==> src/rtl/nios2_oci_dct_pkg.sv <==
// nios2_oci_dct_pkg: shared widths, FSM states and saturating increment for the DCT monitor
package nios2_oci_dct_pkg;
  localparam int FRAME_W_DEF = 30;
  localparam int COUNT_W_DEF = 4;
  typedef enum logic [1:0] {IDLE, CAPTURE, DRAIN, DONE} state_e;
  // Saturates at 2^w-1 for any w up to 32; callers cast the result back to their width.
  function automatic logic [31:0] sat_inc(input logic [31:0] v, input int unsigned w);
    logic [31:0] m;
    m = (w >= 32) ? '1 : (32'd1 << w) - 32'd1;
    return (v >= m) ? m : v + 32'd1;
  endfunction
endpackage

==> src/rtl/nios2_oci_dct_fifo.sv <==
// nios2_oci_dct_fifo: first-word-fall-through FIFO; push ignored when full, pop ignored when empty
module nios2_oci_dct_fifo #(
  parameter int W     = 34,
  parameter int DEPTH = 16,
  localparam int AW   = $clog2(DEPTH),
  localparam int LW   = AW + 1
) (
  input  logic          clk,
  input  logic          reset_n,
  input  logic          push_i,
  input  logic [W-1:0]  din_i,
  input  logic          pop_i,
  output logic [W-1:0]  dout_o,
  output logic          full_o,
  output logic          empty_o,
  output logic [LW-1:0] level_o
);
  logic [W-1:0]  mem_q [DEPTH];
  logic [AW-1:0] wptr_q, rptr_q;
  logic [LW-1:0] level_q;
  logic          wr, rd;
  assign full_o  = level_q == LW'(DEPTH);
  assign empty_o = level_q == '0;
  assign wr      = push_i && !full_o;
  assign rd      = pop_i && !empty_o;
  assign dout_o  = mem_q[rptr_q];
  assign level_o = level_q;
  always_ff @(posedge clk or negedge reset_n)
    if (!reset_n) begin
      wptr_q  <= '0;
      rptr_q  <= '0;
      level_q <= '0;
    end else begin
      wptr_q  <= wr ? wptr_q + AW'(1) : wptr_q;
      rptr_q  <= rd ? rptr_q + AW'(1) : rptr_q;
      level_q <= level_q + LW'(wr) - LW'(rd);
    end
  // Storage needs no reset: the pointers define what is valid.
  always_ff @(posedge clk)
    if (wr) mem_q[wptr_q] <= din_i;
endmodule

==> src/rtl/nios2_oci_dct_monitor.sv <==
// nios2_oci_dct_monitor: captures DCT frames into a FIFO stream with stats and end-of-test drain.
// Optional illegal-count check enabled by defining NIOS2_OCI_DCT_CHECK_EN.
module nios2_oci_dct_monitor
  import nios2_oci_dct_pkg::*;
#(
  parameter int FRAME_W   = FRAME_W_DEF,
  parameter int COUNT_W   = COUNT_W_DEF,
  parameter int DEPTH     = 16,
  parameter int STAT_W    = 16,
  parameter int MAX_COUNT = 15,
  localparam int LW       = $clog2(DEPTH) + 1,
  localparam int DW       = COUNT_W + FRAME_W
) (
  input  logic               clk,
  input  logic               reset_n,
  input  logic               capture_en,
  input  logic               dct_valid,
  input  logic [FRAME_W-1:0] dct_buffer,
  input  logic [COUNT_W-1:0] dct_count,
  input  logic               test_ending,
  output logic               out_valid,
  input  logic               out_ready,
  output logic [DW-1:0]      out_data,
  output logic [LW-1:0]      fifo_level,
  output logic [STAT_W-1:0]  frame_count,
  output logic [STAT_W-1:0]  drop_count,
  output logic               busy,
  output logic               test_has_ended,
  output logic               check_err
);
  if (DEPTH < 2 || (DEPTH & (DEPTH - 1)) != 0 || MAX_COUNT < 1 || STAT_W > 32) begin : g_bad_param
    $error("nios2_oci_dct_monitor: illegal parameter set");
  end
  state_e              state_q, state_d;
  logic [STAT_W-1:0]   frame_q, frame_d, drop_q, drop_d;
  logic                ended_q;
  logic                full, empty, presented, push, drop, pop, drained;
  assign presented = state_q == CAPTURE && dct_valid && dct_count != '0;
  // Full is the pre-pop view, so a same-cycle pop never rescues a frame.
  assign push      = presented && !full;
  assign drop      = presented && full;
  assign pop       = out_valid && out_ready;
  assign drained   = fifo_level == '0 || (fifo_level == LW'(1) && pop);
  nios2_oci_dct_fifo #(.W(DW), .DEPTH(DEPTH)) u_fifo (
    .clk     (clk),
    .reset_n (reset_n),
    .push_i  (push),
    .din_i   ({dct_count, dct_buffer}),
    .pop_i   (pop),
    .dout_o  (out_data),
    .full_o  (full),
    .empty_o (empty),
    .level_o (fifo_level)
  );
  always_comb begin
    state_d = state_q;
    frame_d = push ? STAT_W'(sat_inc(32'(frame_q), STAT_W)) : frame_q;
    drop_d  = drop ? STAT_W'(sat_inc(32'(drop_q), STAT_W)) : drop_q;
    case (state_q)
      IDLE:    state_d = test_ending ? DRAIN : capture_en ? CAPTURE : IDLE;
      CAPTURE: state_d = test_ending ? DRAIN : CAPTURE;
      DRAIN:   state_d = drained ? DONE : DRAIN;
      default: state_d = DONE;
    endcase
  end
  always_ff @(posedge clk or negedge reset_n)
    if (!reset_n) begin
      state_q <= IDLE;
      frame_q <= '0;
      drop_q  <= '0;
      ended_q <= 1'b0;
    end else begin
      state_q <= state_d;
      frame_q <= frame_d;
      drop_q  <= drop_d;
      ended_q <= state_d == DONE;
    end
  assign out_valid      = !empty;
  assign frame_count    = frame_q;
  assign drop_count     = drop_q;
  assign busy           = state_q == CAPTURE || state_q == DRAIN;
  assign test_has_ended = ended_q;
`ifdef NIOS2_OCI_DCT_CHECK_EN
  logic err_q, over;
  assign over = dct_valid && 32'(dct_count) > 32'(MAX_COUNT);
  always_ff @(posedge clk or negedge reset_n)
    if (!reset_n) err_q <= 1'b0;
    else if (over) err_q <= 1'b1;
  always_ff @(posedge clk)
    assert (!(reset_n && over)) else $error("dct_count %0d exceeds MAX_COUNT %0d", dct_count, MAX_COUNT);
  assign check_err = err_q;
`else
  assign check_err = 1'b0;
`endif
endmodule

==> config.mk <==
export PLATFORM = sky130hd
export DESIGN_NAME = nios2_oci_dct_monitor
export DESIGN_NICKNAME = d
export VERILOG_FILES = /design/src/rtl/nios2_oci_dct_pkg.sv /design/src/rtl/nios2_oci_dct_fifo.sv /design/src/rtl/nios2_oci_dct_monitor.sv
export SDC_FILE = /design/constraint.sdc
export NUM_CORES = 1
export LEC_CHECK = 0
export ABC_CLOCK_PERIOD_IN_PS = 2800
export CAP_MARGIN = 30
export CORE_MARGIN = 5
export CORE_UTILIZATION = 41
export DETAILED_ROUTE_END_ITERATION = 10
export GPL_TIMING_DRIVEN = 0
export PLACE_DENSITY = 0.7
export SLEW_MARGIN = 10
export SYNTH_ARGS = -nofsm -noshare
export SYNTH_HDL_FRONTEND = slang
export SYNTH_SLANG_ARGS = --single-unit
==> constraint.sdc <==
create_clock -name clk -period 2.8 [get_ports clk]
set_clock_uncertainty 0.05 [all_clocks]
set_input_delay 0.42 -clock clk [delete_from_list [all_inputs] [get_ports clk]]
set_output_delay 0.42 -clock clk [all_outputs]
set_load 0.05 [all_outputs]
Run 1, logic cells by family:
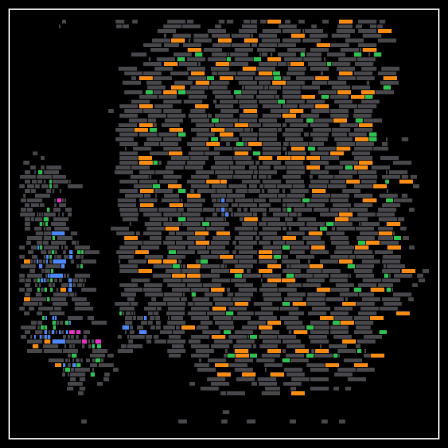
[aoi and oai cells] green | cells: 103 | most used: a22oi_2 | where: widely spread
[mux cells] orange | cells: 143 | most used: mux4_2
[nor cells] blue | cells: 38 | most used: nor2_1
[non-inverting ao/oa cells] magenta | cells: 5 | where: lower left

Run 1, the clock network:
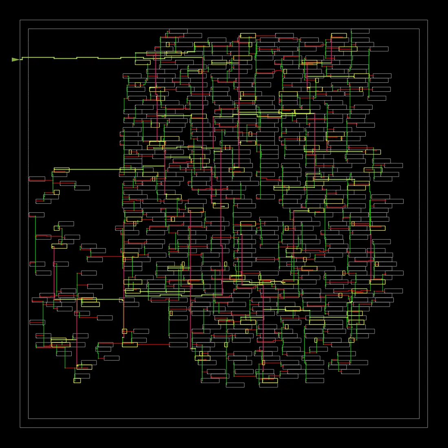
total CTS buffers: 59
registers: 592

Run 1, floorplan with the power grid:
Pins as bars on the die edge.
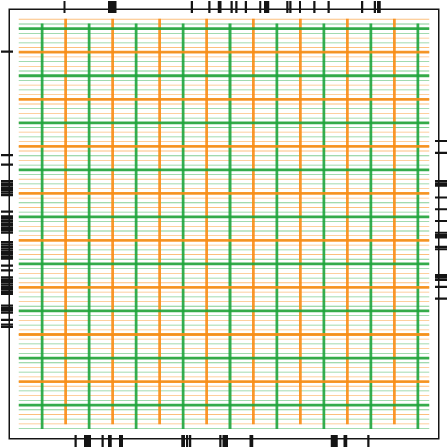
[VDD] orange
[VSS] green
met1 rails: 88
signal pins: 115
met4 straps: 17
rows: 87
Die Y: 247 um
VDD IR max: 794 uV
die x size: 247 um
core area: 0.0562 mm2

==> impl_metrics.py, run 1 <==
# Flow results
metrics = {
    "place": {
        "post-place-ws_ps": -933,
        "port_buffers": 113,
    },
    "setup_path": {
        "crit_type": "reg -> out",
        "rr_startpoint": "state_q[1]",
        "cp_max_fo": 5,
        "required_ps": 2330,
    },
    "timing": {
        "tightest_slew_ps": 752,
        "hold_viol_final": 0,
        "setup_viol": 34,
        "slew_viol_final": 0,
        "layout_setup_ws_ps": -254,
    },
    "outcome": {
        "status": "finished, violations left",
        "failed_checks": "negative setup slack",
    },
    "detailed_routing": {
        "via_count": 12037,
    },
    "global_routing": {
        "grt_max_degree": 31,
        "grt_pass1_wl_mm": 79.4,
    },
    "logic_synthesis": {
        "largest_area_cell": "edfxtp_1",
        "flop_cell": "edfxtp_1",
        "ys_cells": 1126,
        "post_synth_num_cell_types": 55,
        "fp_nets": 1184,
        "yosysTopAreaCellShare": 0.707,
        "synth-adder-area-share": 0.0101,
    },
    "final_layout": {
        "n_fill_cell": 4366,
        "nets": 1411,
    },
    "power_and_ir_drop": {
        "power.density_mw_per_mm2": 1000,
    },
}
[run 1: cells in the mapped netlist, types with 15 or more instances]
| library cell | n |
|---|---|
| mux4_2 | 136 |
| buf_2 | 15 |
| a22oi_1 | 68 |
| dfrtp_1 | 48 |
| ha_1 | 17 |
| clkbuf_1 | 29 |
| nand3_1 | 21 |
| nor2_1 | 15 |
| edfxtp_1 | 544 |
| inv_1 | 21 |
| and2_1 | 17 |
| nand2_1 | 54 |
[run 1: stage by stage]
stage / util / hold WS (ps) / cells / instance area [um2] / setup TNS, ps
final: 0.518 / 261 / 2159 / 29100 / -5090
after global routing: 0.518 / 294 / 2159 / 29100 / -7810
after CTS: 0.509 / 242 / 2131 / 28600 / -5090
after detailed placement: 0.457 / 379 / 2012 / 25600 / -385750
after global placement: 0.450 / 464 / 1995 / 25300 / -518530
after floorplan: - / 74.4 / 1126 / 23200 / -134
[run 1: power breakdown]
group,switching [mW],internal [mW]
clock,3.42,4.97
combinational,5.97,4.90
sequential,0.115,9.73
total,9.50,19.6
[run 1: worst max-delay path, cell delays in order (launching register included)]
cell,delay (ps)
dfrtp_2,430
buf_4,160
clkbuf_16,170
buf_16,140
mux4_2,540
a22oi_1,230
nand2_2,120
buf_6,170
[run 1: cell usage in the layout (no fill, tap or decap), drive strengths merged, types with 17 or more instances in the layout]
| cell type | count |
|---|---|
| a22oi | 68 |
| and2 | 17 |
| buf | 109 |
| clkbuf | 98 |
| clkdlybuf4s50 | 73 |
| clkinv | 28 |
| dfrtp | 48 |
| edfxtp | 544 |
| ha | 17 |
| inv | 25 |
| mux4 | 136 |
| nand2 | 55 |
| nand3 | 22 |
[run 1: state kept, by name, summed over array words and instances (netlist names)]
signal,cells
frame_count,16
state_q,2
u_fifo.level_o,5
drop_count,16
u_fifo.wptr_q,4
u_fifo.mem_q,544
u_fifo.rptr_q,4
test_has_ended,1
[run 1: metal layers]
metal	GRT usage	vias up	routed length, um
li1	-	5134	-
met1	0.240	6328	22400
met2	0.290	487	28300
met3	0.0341	86	3680
met4	0.0393	2	1400
met5	0	-	13
[run 1: area by class of cell]
class,count,area share
Timing Repair Buffer,168,0.0735
Tap cell,756,0.0325
Inverter,22,0.00284
Clock buffer,67,0.0524
Sequential cell,592,0.603
Clock inverter,44,0.0195
Buffer,51,0.0212
Multi-Input combinational cell,459,0.195
[run 1: kinds of logic after synthesis]
kind of cell / after synthesis
buffers and inverters: 76
AND-OR/OR-AND: 108
multiplexers: 143
flip-flops: 592
XOR/XNOR: 15
other: 1
adder cells (fa/ha/maj): 18
AND/OR/NAND/NOR: 173
[run 1: timing repair]
action,CTS,global route
buffers inserted,5,22
setup endpoints to repair,291,264
cloned,4,8
gates resized,432,43
pin swaps,33,42
hold endpoints to repair,18,0
hold buffers,1,0
[run 1: worst min-delay path by stage]
stage	start	endpoint	slack [ps]	depth (start not counted)
6_report	reset_n	drop_count[2]	260	2
5_1_grt	reset_n	drop_count[8]	290	2
4_1_cts	reset_n	drop_count[2]	240	2
3_5_place_dp	reset_n	state_q[1]	380	1
3_3_place_gp	u_fifo.rptr_q[3]	u_fifo.rptr_q[3]	460	1
2_1_floorplan	reset_n	drop_count[0]	70	0
Run 1, sequential cells grouped by signal name:
Other sequential cells in the stronger grey, the rest of the logic in the fainter grey.
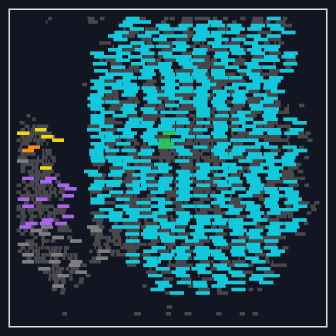

==> run 2, diff against run 1 <==
CAP_MARGIN = 20   (was 30)
Run 2, sequential cells grouped by signal name:
Other sequential cells in the stronger grey, the rest of the logic in the fainter grey.
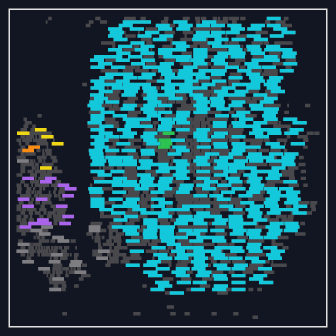
[`u_fifo.mem_q`] cyan | sequential cells: 544
[`state_q`] orange | sequential cells: 2
[`drop_count`] purple | sequential cells: 16 | where: middle left
[`u_fifo.level_o`] yellow | sequential cells: 5 | where: middle left
[`u_fifo.rptr_q`] green | sequential cells: 4 | where: centre
not coloured: 21

==> impl_metrics.py, run 2 <==
# Flow results
metrics = {
    "final_layout": {
        "utilization": 0.521,
        "final_common_cell": "edfxtp_1",
        "fin_cells": 2176,
        "largest_reg_flops": 544,
        "top_register": "u_fifo.mem_q",
        "nets": 1427,
    },
    "setup_path": {
        "crit_type": "reg -> out",
        "cp_max_fo": 5,
        "required_ps": 2330,
    },
    "detailed_routing": {
        "via_count": 12146,
    },
    "timing": {
        "slew_viol_final": 0,
        "layout_setup_ws_ps": -244,
        "setup_viol": 34,
        "hold_viol_final": 0,
        "tightest_slew_ps": 737,
    },
    "power_and_ir_drop": {
        "peakVddDrop_uv": 701,
        "power.density_mw_per_mm2": 990,
    },
    "logic_synthesis": {
        "top_cell": "edfxtp_1",
        "ys_cells": 1126,
        "largest_area_cell": "edfxtp_1",
        "yosysTopAreaCellShare": 0.707,
    },
    "place": {
        "port_buffers": 113,
        "place_area_mm2": 0.0254,
        "dp_cells": 2004,
    },
    "global_routing": {
        "grt_max_degree": 35,
    },
    "outcome": {
        "status": "finished, violations left",
        "failed_checks": "negative setup slack",
    },
    "die": {
        "die_h_um": 247,
    },
    "cts": {
        "cts_inserted_buffers": 59,
    },
}
-- run 2: cell counts after synthesis --
No cell type changed its count.
-- run 2: final timing paths --
kind / start / to / slack, ps / cells past startpoint
worst max-delay path: u_fifo.rptr_q[0] / out_data[17] / -240 / 8
worst min-delay path: reset_n / test_has_ended / 270 / 2
worst max register to register: state_q[1] / u_fifo.mem_q[2][29] / 140 / 8
worst min register to register: frame_count[11] / frame_count[11] / 510 / 1
max in group asynchronous: reset_n / frame_count[5] / 1870 / 3
min in group clk: dct_count[2] / u_fifo.mem_q[15][32] / 380 / 1
-- run 2: area by class of cell --
class	count	area [um2]
Antenna cell	1	2.50
Buffer	50	588
Clock buffer	65	1520
Clock inverter	46	442
Fill cell	4348	26900
Inverter	22	82.6
Multi-Input combinational cell	462	5740
Sequential cell	592	17500
Tap cell	756	946
Timing Repair Buffer	182	2390
-- run 2: through the flow --
step                      hold WS, ps  power [mW]  TNS [ps]
after floorplan                  74.4        15.8      -134
after global placement            464        18.4   -518530
after detailed placement          377        18.6   -455140
after CTS                         253        28.9    -44340
after global routing              308        30.1     -8660
final                             269        29.0     -5800
-- run 2: kinds of logic after synthesis --
logic type               share of synthesized area
other                                     0.000162
multiplexers                                 0.136
XOR/XNOR                                   0.00568
buffers and inverters                       0.0145
adder cells (fa/ha/maj)                     0.0101
AND/OR/NAND/NOR                             0.0424
flip-flops                                   0.759
AND-OR/OR-AND                               0.0329
-- run 2: timing repair --
action / 4_1_cts / 5_1_grt
setup buffers: 27 / 21
gates resized: 471 / 36
endpoints found under the setup margin: 444 / 333
endpoints found under the hold margin: 18 / 0
cloned: 15 / 3
hold buffers: 1 / 0
pin swaps: 60 / 41
-- run 2: layer usage --
layer,GRT usage,vias up,routed length [um]
li1,-,5188,-
met1,0.245,6400,22300
met2,0.303,480,28400
met3,0.0339,78,3800
met4,0.0529,0,1260
met5,0,-,0
-- run 2: critical path, cell delays in order (launching register included) --
cell and delay [ps]:
dfrtp_2 480, buf_12 150, buf_16 130, buf_12 120, buf_16 120, mux4_2 510
a22oi_1 200, nand2_1 100, buf_6 170
-- run 2: power breakdown --
group	internal, mW	switching [mW]	leakage (nW)
clock	4.58	3.36	0.971
combinational	5.12	6.03	3.31
sequential	9.73	0.127	5.49
Power figures rest on the tool's default switching activity, not on a simulated workload.
